File: config.mk
export PLATFORM = sky130hd
export DESIGN_NAME = cla_pipe_addsub
export DESIGN_NICKNAME = d
export VERILOG_FILES = /design/src/rtl/cla_pkg.sv /design/src/rtl/cla_group.sv /design/src/rtl/cla_pipe_addsub.sv
export SDC_FILE = /design/constraint.sdc
export NUM_CORES = 1
export LEC_CHECK = 0
export CORE_MARGIN = 2
export CORE_UTILIZATION = 44
export CTS_CLUSTER_DIAMETER = 30
export DETAILED_ROUTE_END_ITERATION = 7
export MAX_ROUTING_LAYER = met4
export PLACE_DENSITY = 0.66
export SLEW_MARGIN = 20
export SYNTH_ARGS = -nofsm -noshare
export SYNTH_HDL_FRONTEND = slang
export SYNTH_SLANG_ARGS = --single-unit
File: constraint.sdc
create_clock -name clk -period 6.3 [get_ports clk]
set_input_delay 1.26 -clock clk [delete_from_list [all_inputs] [get_ports clk]]
set_output_delay 1.26 -clock clk [all_outputs]
set_load 0.05 [all_outputs]
File: src/rtl/cla_pkg.sv
// Shared sizing helpers and the result-flag bundle for the pipelined
// carry-lookahead adder/subtractor.
package cla_pkg;

  localparam int CLA_WIDTH = 16;
  localparam int CLA_BLOCK = 4;
  localparam int CLA_TAG_W = 4;

  // Number of lookahead groups, which is also the number of pipeline stages.
  function automatic int cla_nblk(input int width, input int block);
    return (block < 1) ? 0 : width / block;
  endfunction

  // Cycles from the accept edge to out_valid at the default sizing.
  localparam int CLA_LATENCY = cla_nblk(CLA_WIDTH, CLA_BLOCK);

  typedef struct packed {
    logic cout;
    logic ovf;
    logic zero;
  } cla_flags_t;

endpackage

File: src/rtl/cla_group.sv
// BLOCK-bit carry-lookahead group: sum bits, group propagate/generate,
// group carry-out and the carry into the group's top bit.
module cla_group
  import cla_pkg::*;
#(
  parameter int BLOCK = CLA_BLOCK
) (
  input  logic [BLOCK-1:0] a_i,
  input  logic [BLOCK-1:0] b_i,
  input  logic             cin_i,
  output logic [BLOCK-1:0] sum_o,
  output logic             p_o,
  output logic             g_o,
  output logic             cout_o,
  output logic             ctop_o
);

  logic [BLOCK-1:0] p;
  logic [BLOCK-1:0] g;
  logic [BLOCK-1:0] c;

  // Carry into bit n as a single sum of products, so no carry waits on another.
  function automatic logic la_carry(input logic [BLOCK-1:0] pv,
                                    input logic [BLOCK-1:0] gv,
                                    input logic             ci,
                                    input int               n);
    logic acc;
    logic term;
    acc = ci;
    for (int m = 0; m < n; m++) acc = acc & pv[m];
    for (int j = 0; j < n; j++) begin
      term = gv[j];
      for (int m = j + 1; m < n; m++) term = term & pv[m];
      acc = acc | term;
    end
    return acc;
  endfunction

  assign p    = a_i ^ b_i;
  assign g    = a_i & b_i;
  assign c[0] = cin_i;

  genvar gi;
  for (gi = 1; gi < BLOCK; gi++) begin : g_carry
    assign c[gi] = la_carry(p, g, cin_i, gi);
  end

  assign sum_o  = p ^ c;
  assign p_o    = &p;
  assign g_o    = la_carry(p, g, 1'b0, BLOCK);
  assign cout_o = g_o | (p_o & cin_i);
  assign ctop_o = c[BLOCK-1];

endmodule

File: src/rtl/cla_pipe_addsub.sv
// Pipelined carry-lookahead adder/subtractor: one lookahead group resolved per
// stage, group carries registered between stages, one global stall enable.
module cla_pipe_addsub
  import cla_pkg::*;
#(
  parameter int WIDTH = CLA_WIDTH,
  parameter int BLOCK = CLA_BLOCK,
  parameter int TAG_W = CLA_TAG_W
) (
  input  logic             clk,
  input  logic             rst,
  input  logic             in_valid,
  output logic             in_ready,
  input  logic [WIDTH-1:0] in_a,
  input  logic [WIDTH-1:0] in_b,
  input  logic             in_cin,
  input  logic             in_sub,
  input  logic [TAG_W-1:0] in_tag,
  output logic             out_valid,
  input  logic             out_ready,
  output logic [WIDTH-1:0] out_sum,
  output logic             out_cout,
  output logic             out_ovf,
  output logic             out_zero,
  output logic [TAG_W-1:0] out_tag
);

  localparam int NBLK = cla_nblk(WIDTH, BLOCK);

  if (BLOCK < 1) begin : g_bad_block
    $error("cla_pipe_addsub: BLOCK must be at least 1");
  end else if ((WIDTH < BLOCK) || (WIDTH % BLOCK != 0)) begin : g_bad_width
    $error("cla_pipe_addsub: WIDTH must be a non-zero multiple of BLOCK");
  end

  // Operation in flight: operands travel whole; sum bits below the groups
  // already resolved are final, carry is the carry into the next group.
  typedef struct packed {
    logic             valid;
    logic             sub;
    logic [TAG_W-1:0] tag;
    logic [WIDTH-1:0] a;
    logic [WIDTH-1:0] b;
    logic [WIDTH-1:0] sum;
    logic             carry;
  } stage_t;

  // pipe_q[k] holds the operation after group k; the last entry is the output.
  stage_t           pipe_q [NBLK];
  stage_t           issue_d;
  logic [WIDTH-1:0] last_sum;
  logic [NBLK-1:0]  grp_p;
  logic [NBLK-1:0]  grp_g;
  logic [NBLK-1:0]  grp_cout;
  logic [NBLK-1:0]  grp_ctop;
  logic [NBLK-1:0]  unused_grp;
  logic             unused_out;
  cla_flags_t       flags_q;
  cla_flags_t       flags_d;
  logic             adv;

  assign adv      = !pipe_q[NBLK-1].valid || out_ready;
  assign in_ready = adv;

  // Subtraction is A + ~B + 1; a borrow-in removes that extra one.
  always_comb begin
    issue_d       = '0;
    issue_d.valid = in_valid;
    issue_d.sub   = in_sub;
    issue_d.tag   = in_tag;
    issue_d.a     = in_a;
    issue_d.b     = in_b ^ {WIDTH{in_sub}};
    issue_d.carry = in_cin ^ in_sub;
  end

  genvar gi;
  for (gi = 0; gi < NBLK; gi++) begin : g_stage
    stage_t           src;
    stage_t           nxt;
    logic [BLOCK-1:0] grp_sum;

    if (gi == 0) begin : g_first
      assign src = issue_d;
    end else begin : g_next
      assign src = pipe_q[gi-1];
    end

    cla_group #(
      .BLOCK (BLOCK)
    ) u_group (
      .a_i    (src.a[gi*BLOCK +: BLOCK]),
      .b_i    (src.b[gi*BLOCK +: BLOCK]),
      .cin_i  (src.carry),
      .sum_o  (grp_sum),
      .p_o    (grp_p[gi]),
      .g_o    (grp_g[gi]),
      .cout_o (grp_cout[gi]),
      .ctop_o (grp_ctop[gi])
    );

    always_comb begin
      nxt                        = src;
      nxt.sum[gi*BLOCK +: BLOCK] = grp_sum;
      nxt.carry                  = grp_cout[gi];
    end

    always_ff @(posedge clk or posedge rst) begin
      if (rst) begin
        pipe_q[gi] <= '0;
      end else if (adv) begin
        pipe_q[gi] <= nxt;
      end
    end

    if (gi == NBLK - 1) begin : g_last
      assign last_sum = nxt.sum;
    end

    assign unused_grp[gi] = grp_p[gi] ^ grp_g[gi] ^ grp_ctop[gi];
  end

  // Overflow is the carry into the MSB disagreeing with the carry out of it.
  always_comb begin
    flags_d      = '0;
    flags_d.cout = grp_cout[NBLK-1];
    flags_d.ovf  = grp_ctop[NBLK-1] ^ grp_cout[NBLK-1];
    flags_d.zero = ~|last_sum;
  end

  always_ff @(posedge clk or posedge rst) begin
    if (rst) begin
      flags_q <= '0;
    end else if (adv) begin
      flags_q <= flags_d;
    end
  end

  assign unused_out = ^{pipe_q[NBLK-1].a, pipe_q[NBLK-1].b,
                        pipe_q[NBLK-1].carry, pipe_q[NBLK-1].sub, unused_grp};

  assign out_valid = pipe_q[NBLK-1].valid;
  assign out_sum   = pipe_q[NBLK-1].sum;
  assign out_tag   = pipe_q[NBLK-1].tag;
  assign out_cout  = flags_q.cout;
  assign out_ovf   = flags_q.ovf;
  assign out_zero  = flags_q.zero;

endmodule

Fig. 1: run 1, signal wires on met1
Supply wires on this layer in gray.
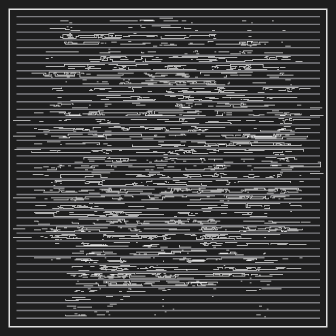
longest straight run = 24.4 microns
nets with wire on the layer = 607
share of all routed wire = 49%
final WL: 9740 microns
via count: 3699
grt met1 use: 0.245

Fig. 2: run 1, M2 wires
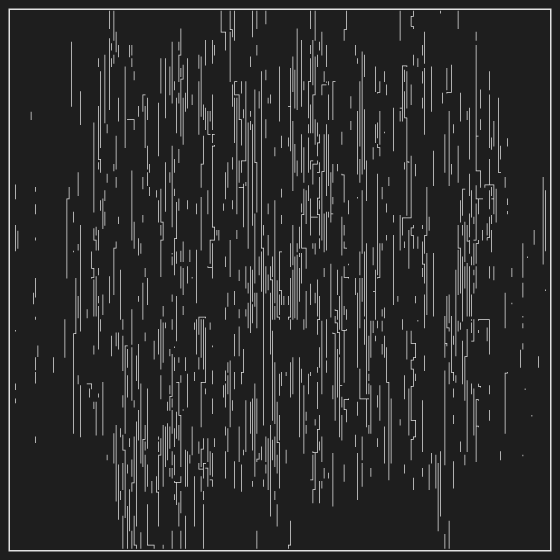
share of all routed wire = 46%
wire length on this layer = 4490 microns
longest straight run = 36.4 microns
main direction = vertical
nets with wire on the layer = 514
met2 Use GR: 0.256

Fig. 3: run 1, the metal 3 layer
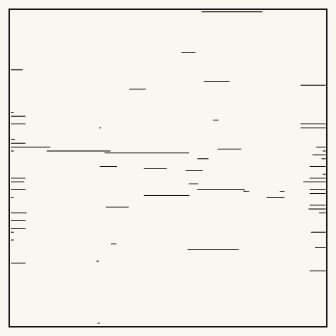
longest straight run = 29.4 microns
nets with wire on the layer = 46
wire length on this layer = 358 microns
met3 GRT Util: 0.0416

==> summary.txt, run 1 <==
CP cell instances: clkdlybuf4s50_1 -> nor2b_4 -> clkinv_2 -> clkdlybuf4s50_1
FF/Latch Area: 2850 sq um
setup violators final: 0
Slew @ Worst Pin: 0.901 ns
global-route wire length before repair: 17400 microns
most common cell in the netlist: nand2_1
Min-Delay Startpoint: out_sum[4]
ys flops: 114
GPL Wtd Cong: 0.811
Max Clk Rate: 251 MHz
crit path capture type: primary output
Final Net Count: 678
mux frac, synth: 0.00619
synth warn: 0
Post-synth top flop: dfrtp_1
Clock Tree Buf Depth: 2
sequential share of power: 0.347
Signal buffers: 71
Period Utilization, post-route: 0.633
Post-CTS Setup Inserts: 0
Synth async-reset ratio: 1.00
Post-DP Area: 5820 sq um
slowest CP cell: clkdlybuf4s50_1
Hold Crit Class: reg2reg
R2R Path Start: out_valid
origin of the worst setup path: out_ready
PD cells: 556 nW/um^2
Slew headroom: 0.397
XOR/XNOR Fraction of Synth Area: 0.0382
Cell area leaders: dfrtp_1, nand2_1, ha_1, xnor2_1, o21ai_0
post-route cell area: 6490 sq um
registers: 114
CLK BUF: 18
YS chip area: 5050 sq um
inverter count: 14
mean cell area of the mapped netlist: 9.22 sq um
CTS Buf Count: 17
clk sinks: 114
crit-path max FO: 6
Max stage delay on crit path: 0.81 ns
grt total ovfl: 0
cell count after placement: 735
AND-OR/OR-AND Cells, Area Fraction: 0.0743
Rows: 39
flop share of the area: 0.439
htree depth: 4
Clk. pwr: 1.03 mW
Leading power group: combinational logic
max cap viols: 0
Critical Path RT: 5.04 ns
Arrival @ worst endpoint: 2.73 ns
Tmin final: 3.99 ns
P_comb: 1.33 mW
Worst path most repeated cell: clkdlybuf4s50_1
fin util: 0.574
CP startpoint kind: input pin
drt pass-1 iters: 6
initial antenna violation count: 0
Die Wd: 111 microns
mi-comb count: 394
CORE AREA: 11300 sq um
Cell Area, Synth: 5050 sq um
Yosys Instances: 548
sw frac: 0.378
register area share after synthesis: 0.565
status: finished clean
vias in the first global route: 3658
Layout Cells excl Fill: 768
DR WL/cell: 12.7 microns
max reg flops: 87
clock share of power: 0.284
Final clock-cell share: 0.0992
setup TNS: 0 ns
hpwl dp: 6290 microns
LEAKAGE: 3.20 nW
RSZ-0062 raised after global routing: no
Fig. 4: run 1, M4 wires
The bar under the picture is 20 microns long. Supply wires on this layer in gray.
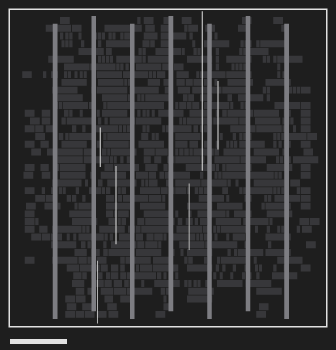

--- run 2 (diff from run 1) ---
clock period = 3.74 ns   (was 6.3 ns; I/O delays follow)
Fig. 5: run 2, M4 wires
The bar under the picture is 20 microns long. Supply wires on this layer in gray.
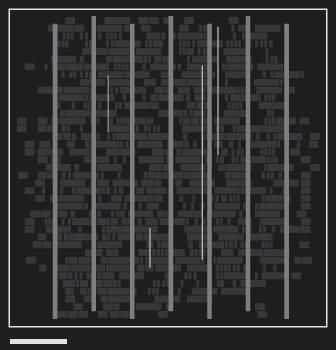
wire length on this layer = 146 microns
share of all routed wire = 1.5%
longest straight run = 68.0 microns
via count: 3713
final WL: 9750 microns

Fig. 6: run 2, M2 wires
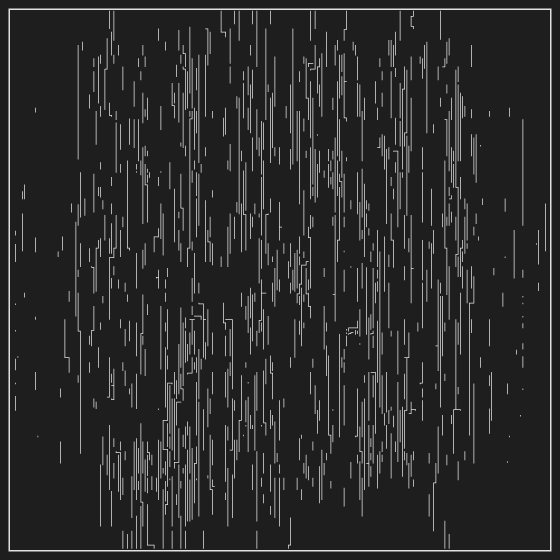
share of all routed wire = 46%
main direction = vertical
met2 Use GR: 0.268

==> summary.txt, run 2 <==
most common cell in the netlist: nand2_1
sw frac: 0.378 (about the same)
antenna-violating nets left: 0
Post-DP Area: 5850 sq um (+0.45%)
Tmin final: 2.77 ns
cell count along the critical path: 4
CTS root buffer: clkbuf_16
Starting DRT DRC Count: 210
mi-comb count: 394 (unchanged)
Hold Buf Count CTS: 0
net switching power: 2.25 mW
CP startpoint kind: input pin
inverter count: 14 (unchanged)
grt total ovfl: 0 (unchanged)
CP Buf/Inv Count: 3
Final clock-cell share: 0.0947 (-0.00452)
ys flops: 114 (unchanged)
CTS Buf Count: 17 (unchanged)
cell count after placement: 737 (+0.27%)
vias in the first global route: 3799 (+3.9%)
IO Pins: 67
crit path capture: in_ready
Post-CTS Resized: 0
Min-Delay Endpoint: g_stage[3].nxt[52]
flip-flops with a built-in enable: 0
area grow syn2layout: 27.9%
Cell Area, Synth: 5050 sq um (unchanged)
P_int: 3.70 mW
Final Hold Viols: 0
mean cell area of the mapped netlist: 9.22 sq um (unchanged)
clock share of power: 0.275 (-0.009)
setup violators final: 0 (unchanged)
Arrival @ worst endpoint: 2.02 ns (-0.71 ns)
# fillers: 1050
mux frac, synth: 0.00619 (unchanged)
registers: 114 (unchanged)
Clock Tree Buf Depth: 2 (unchanged)
hpwl dp: 6440 microns (+2.4%)
CTS tree: yes
family with the most delay on the worst path: buffers and inverters
crit-path max FO: 30 (+24)
Power Total: 5.96 mW
WL met3: 362 microns
share of cells above drive strength 1: 0.0751
DR WL/cell: 12.7 microns (about the same)
fin util: 0.571 (-0.00298)
Top Layout Cells: nand2_1, dfrtp_1, clkdlybuf4s50_1
simple share: 0.219
register area share after synthesis: 0.565 (unchanged)
# DRC: 0
Tapcells: 143
setup TNS: 0 ns (unchanged)
Layout Cells excl Fill: 769 (+0.13%)
sequential share of power: 0.353 (+0.006)
# port buffers: 66
Hold Crit Class: reg2reg
Latency at later pin: 0.41 ns
CORE AREA: 11300 sq um (unchanged)
max reg flops: 87 (unchanged)
Synth area leader: dfrtp_1
comb area leader: simple AND/OR/NAND/NOR gates
RSZ-0062 raised after global routing: no
GPL Wtd Cong: 0.839 (+3.4%)
YS chip area: 5050 sq um (unchanged)
htree depth: 4 (unchanged)
global-route wire length before repair: 17200 microns (-0.80%)
Leading power group: combinational logic
Setup WS pre-CTS: 0.922 ns
clk sinks: 114 (unchanged)
max-slew violations: 0
Post-synth top flop: dfrtp_1
R2R Path Start: g_stage[3].nxt[29]
r2r setup slk: 1.67 ns
synth warn: 0 (unchanged)
drt pass-1 iters: 6 (unchanged)
Rows: 39 (unchanged)
Tool Warnings: 32
crit path capture type: primary output
Adder Share, Synth: 0.0654
seq pwr: 2.10 mW
critical path class: in2out
comb. cell area: 2040 sq um
ANT cells: 0
origin of the worst setup path: out_ready
PD cells: 922 nW/um^2 (+66%)
Reg clk slew, reported paths: 0.05 ns
logic share of the area: 0.316
final setup margin: 0.973 ns
Max Clk Rate: 361 MHz
All-Layer GR Usage: 0.176
CLK BUF: 19 (+1)
Post-CTS Setup Inserts: 0 (unchanged)
Slew headroom: 0.295 (-0.102)
max cap viols: 0 (unchanged)
Distinct lib cells used: 33
largest net degree at the start of global routing: 113
Cell area leaders: dfrtp_1, nand2_1, ha_1, xnor2_1, o21ai_0
post-synthesis net count: 614
Leading cell kind: sequential cells
Clk. pwr: 1.64 mW (+59%)
XOR/XNOR Fraction of Synth Area: 0.0382 (unchanged)
combinational power share: 0.372
FP Core Util: 0.446
status: finished clean
LEAKAGE: 3.18 nW (-0.66%)
flop share of the area: 0.442 (+0.00230)
FF/Latch Area: 2850 sq um (unchanged)
gr busiest metal: met2
Met1 Wirelength: 4800 microns
P_comb: 2.22 mW (+67%)
Syn Inst Count: 548
Final Skew: 0.00783 ns
Die Wd: 111 microns (unchanged)
hold_ws: 0.462 ns
Synth async-reset ratio: 1.00 (unchanged)
slowest CP cell: clkdlybuf4s50_1
post-route cell area: 6460 sq um (-0.52%)
most used logic cell in the final layout: nand2_1
Max stage delay on crit path: 0.44 ns (-0.37 ns)
initial antenna violation count: 0 (unchanged)
mean number of vias per cell: 4.83
Min-Delay Startpoint: g_stage[3].nxt[52]
die area: 12300 sq um
AND-OR/OR-AND Cells, Area Fraction: 0.0743 (unchanged)
Routed met2 length: 4440 microns
non-clk buf share: 0.111
Period Utilization, post-route: 0.740
area share, top type: 0.565
end of the worst register-to-register path: out_zero
met3 GRT Util: 0.0405 (-0.00109)
Max IR drop VDD: 0.000462 V
Signal buffers: 72 (+1.4%)
Critical Path RT: 2.99 ns (-2.05 ns)
Slew @ Worst Pin: 1.06 ns (+0.156 ns)
worst r2r path cells: 6
top cells by count, synth: nand2_1, dfrtp_1, o21ai_0
Final Net Count: 679 (+0.15%)
Yosys Instances: 548 (unchanged)
CP cell instances: clkdlybuf4s50_1 -> nor2b_4 -> clkinv_2 -> buf_4
Fig. 7: run 2, signal wires on met1
Supply wires on this layer in gray.
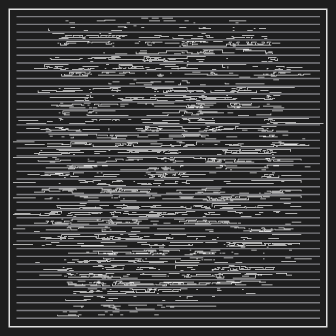
longest straight run = 60.3 microns
nets with wire on the layer = 608
grt met1 use: 0.234

Fig. 8: run 2, clock nets
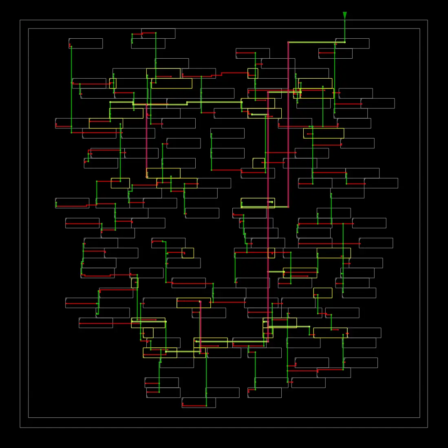

--- run 3 (diff from run 2) ---
PLACE_DENSITY = 0.69   (was 0.66)
clock period = 2.5 ns   (was 3.74 ns; I/O delays follow)
Fig. 9: run 3, clock nets
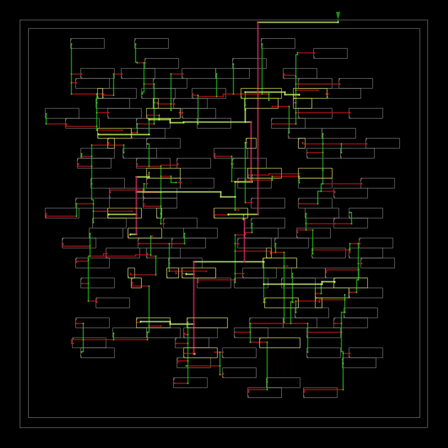
clk sinks: 114
CTS Buf Count: 17
Latency at later pin: 0.40 ns
CLK BUF: 22

Fig. 10: run 3, M2 wires
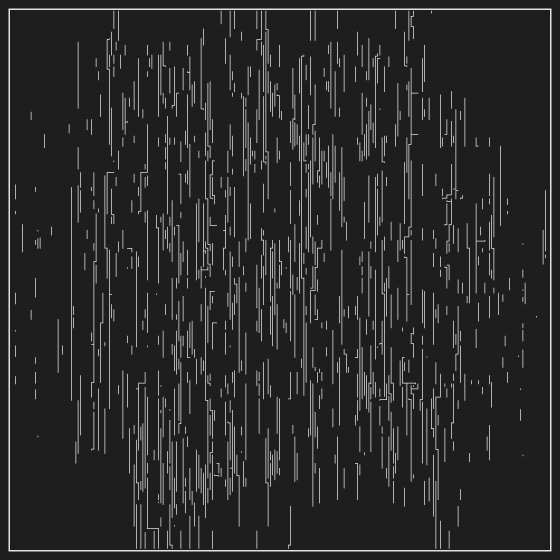
nets with wire on the layer = 513
wire length on this layer = 4340 microns
main direction = vertical
longest straight run = 45.7 microns
share of all routed wire = 45%
via count: 3702
final WL: 9660 microns

Fig. 11: run 3, signal wires on met1
Supply wires on this layer in gray.
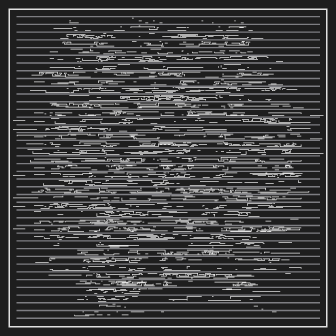
longest straight run = 23.0 microns
nets with wire on the layer = 616
grt met1 use: 0.237

==> summary.txt, run 3 <==
status: finished clean
hpwl dp: 6350 microns (-1.4%)
FP Core Util: 0.446 (unchanged)
family with the most delay on the worst path: buffers and inverters
Max Clk Rate: 452 MHz
initial antenna violation count: 0 (unchanged)
GPL Wtd Cong: 0.786 (-6.4%)
CP cell instances: clkdlybuf4s50_1 -> buf_4 -> xor2_1 -> ha_1 -> o21a_1 -> o21a_1 -> o21a_1 -> o31ai_1
area share, top type: 0.565 (unchanged)
CORE AREA: 11300 sq um (unchanged)
Tapcells: 143 (unchanged)
# port buffers: 66 (unchanged)
antenna-violating nets left: 0 (unchanged)
Post-CTS Resized: 0 (unchanged)
Hold Crit Class: reg2reg
Clock Tree Buf Depth: 2 (unchanged)
max-slew violations: 0 (unchanged)
YS chip area: 5050 sq um (unchanged)
Rows: 39 (unchanged)
registers: 114 (unchanged)
clock share of power: 0.269 (-0.006)
ys flops: 114 (unchanged)
All-Layer GR Usage: 0.177 (+0.000913)
sw frac: 0.376 (-0.00223)
Period Utilization, post-route: 0.885
AND-OR/OR-AND Cells, Area Fraction: 0.0743 (unchanged)
P_comb: 3.35 mW (+51%)
max reg flops: 87 (unchanged)
XOR/XNOR Fraction of Synth Area: 0.0382 (unchanged)
setup TNS: 0 ns (unchanged)
CTS root buffer: clkbuf_16
comb area leader: simple AND/OR/NAND/NOR gates
Top Layout Cells: nand2_1, dfrtp_1, clkdlybuf4s50_1
R2R Path Start: g_stage[3].nxt[29]
Reg clk slew, reported paths: 0.05 ns (about the same)
global-route wire length before repair: 17200 microns (+0.12%)
simple share: 0.219 (unchanged)
cell count along the critical path: 8 (+4)
setup violators final: 0 (unchanged)
CP Buf/Inv Count: 2 (-1)
top cells by count, synth: nand2_1, dfrtp_1, o21ai_0
Leading cell kind: sequential cells
most common cell in the netlist: nand2_1
Syn Inst Count: 548 (unchanged)
cell count after placement: 738 (+0.14%)
Cell area leaders: dfrtp_1, nand2_1, ha_1, xnor2_1, o21ai_0
Setup WS pre-CTS: -0.134 ns (-1.06 ns)
combinational power share: 0.377 (+0.005)
Hold Buf Count CTS: 0 (unchanged)
crit path capture: g_stage[1].nxt[4]
Cell Area, Synth: 5050 sq um (unchanged)
Slew @ Worst Pin: 0.592 ns (-0.466 ns)
net switching power: 3.34 mW (+48%)
drt pass-1 iters: 4 (-2)
hold_ws: 0.459 ns (-0.00315 ns)
Post-synth top flop: dfrtp_1
die area: 12300 sq um (unchanged)
post-route cell area: 6470 sq um (+0.14%)
origin of the worst setup path: in_sub
Final Hold Viols: 0 (unchanged)
inverter count: 14 (unchanged)
Leading power group: combinational logic
vias in the first global route: 3735 (-1.7%)
Final Net Count: 680 (+0.15%)
FF/Latch Area: 2850 sq um (unchanged)
end of the worst register-to-register path: out_sum[15]
flop share of the area: 0.441 (-0.000598)
Max stage delay on crit path: 0.50 ns (+0.06 ns)
worst r2r path cells: 6 (unchanged)
Power Total: 8.89 mW (+49%)
DR WL/cell: 12.5 microns (-1.1%)
Arrival @ worst endpoint: 2.51 ns (+0.49 ns)
Synth async-reset ratio: 1.00 (unchanged)
mi-comb count: 394 (unchanged)
# DRC: 0 (unchanged)
htree depth: 4 (unchanged)
RSZ-0062 raised after global routing: no
# fillers: 1037 (-1.2%)
post-synthesis net count: 614 (unchanged)
logic share of the area: 0.316 (-0.000428)
fin util: 0.572 (+0.000774)
Final clock-cell share: 0.0909 (-0.00380)
area grow syn2layout: 28.1%
gr busiest metal: met2
non-clk buf share: 0.116 (+0.00488)
Die Wd: 111 microns (unchanged)
Slew headroom: 0.605 (+0.310)
Clk. pwr: 2.39 mW (+46%)
Layout Cells excl Fill: 770 (+0.13%)
ANT cells: 0 (unchanged)
Starting DRT DRC Count: 198 (-5.7%)
sequential share of power: 0.354 (about the same)
Post-DP Area: 5880 sq um (+0.56%)
max cap viols: 0 (unchanged)
grt total ovfl: 0 (unchanged)
Met1 Wirelength: 4730 microns (-1.5%)
mux frac, synth: 0.00619 (unchanged)
mean number of vias per cell: 4.81 (-0.43%)
Min-Delay Endpoint: g_stage[3].nxt[54]
Routed met2 length: 4340 microns (-2.4%)
largest net degree at the start of global routing: 115 (+1.8%)
PD cells: 1370 nW/um^2 (+49%)
CTS tree: yes
Max IR drop VDD: 0.000889 V (+92%)
Synth area leader: dfrtp_1
register area share after synthesis: 0.565 (unchanged)
Min-Delay Startpoint: g_stage[3].nxt[54]
WL met3: 405 microns (+12%)
Adder Share, Synth: 0.0654 (unchanged)
mean cell area of the mapped netlist: 9.22 sq um (unchanged)
comb. cell area: 2040 sq um (unchanged)
seq pwr: 3.14 mW (+50%)
flip-flops with a built-in enable: 0 (unchanged)
Power figures rest on the tool's default switching activity, not on a simulated workload.
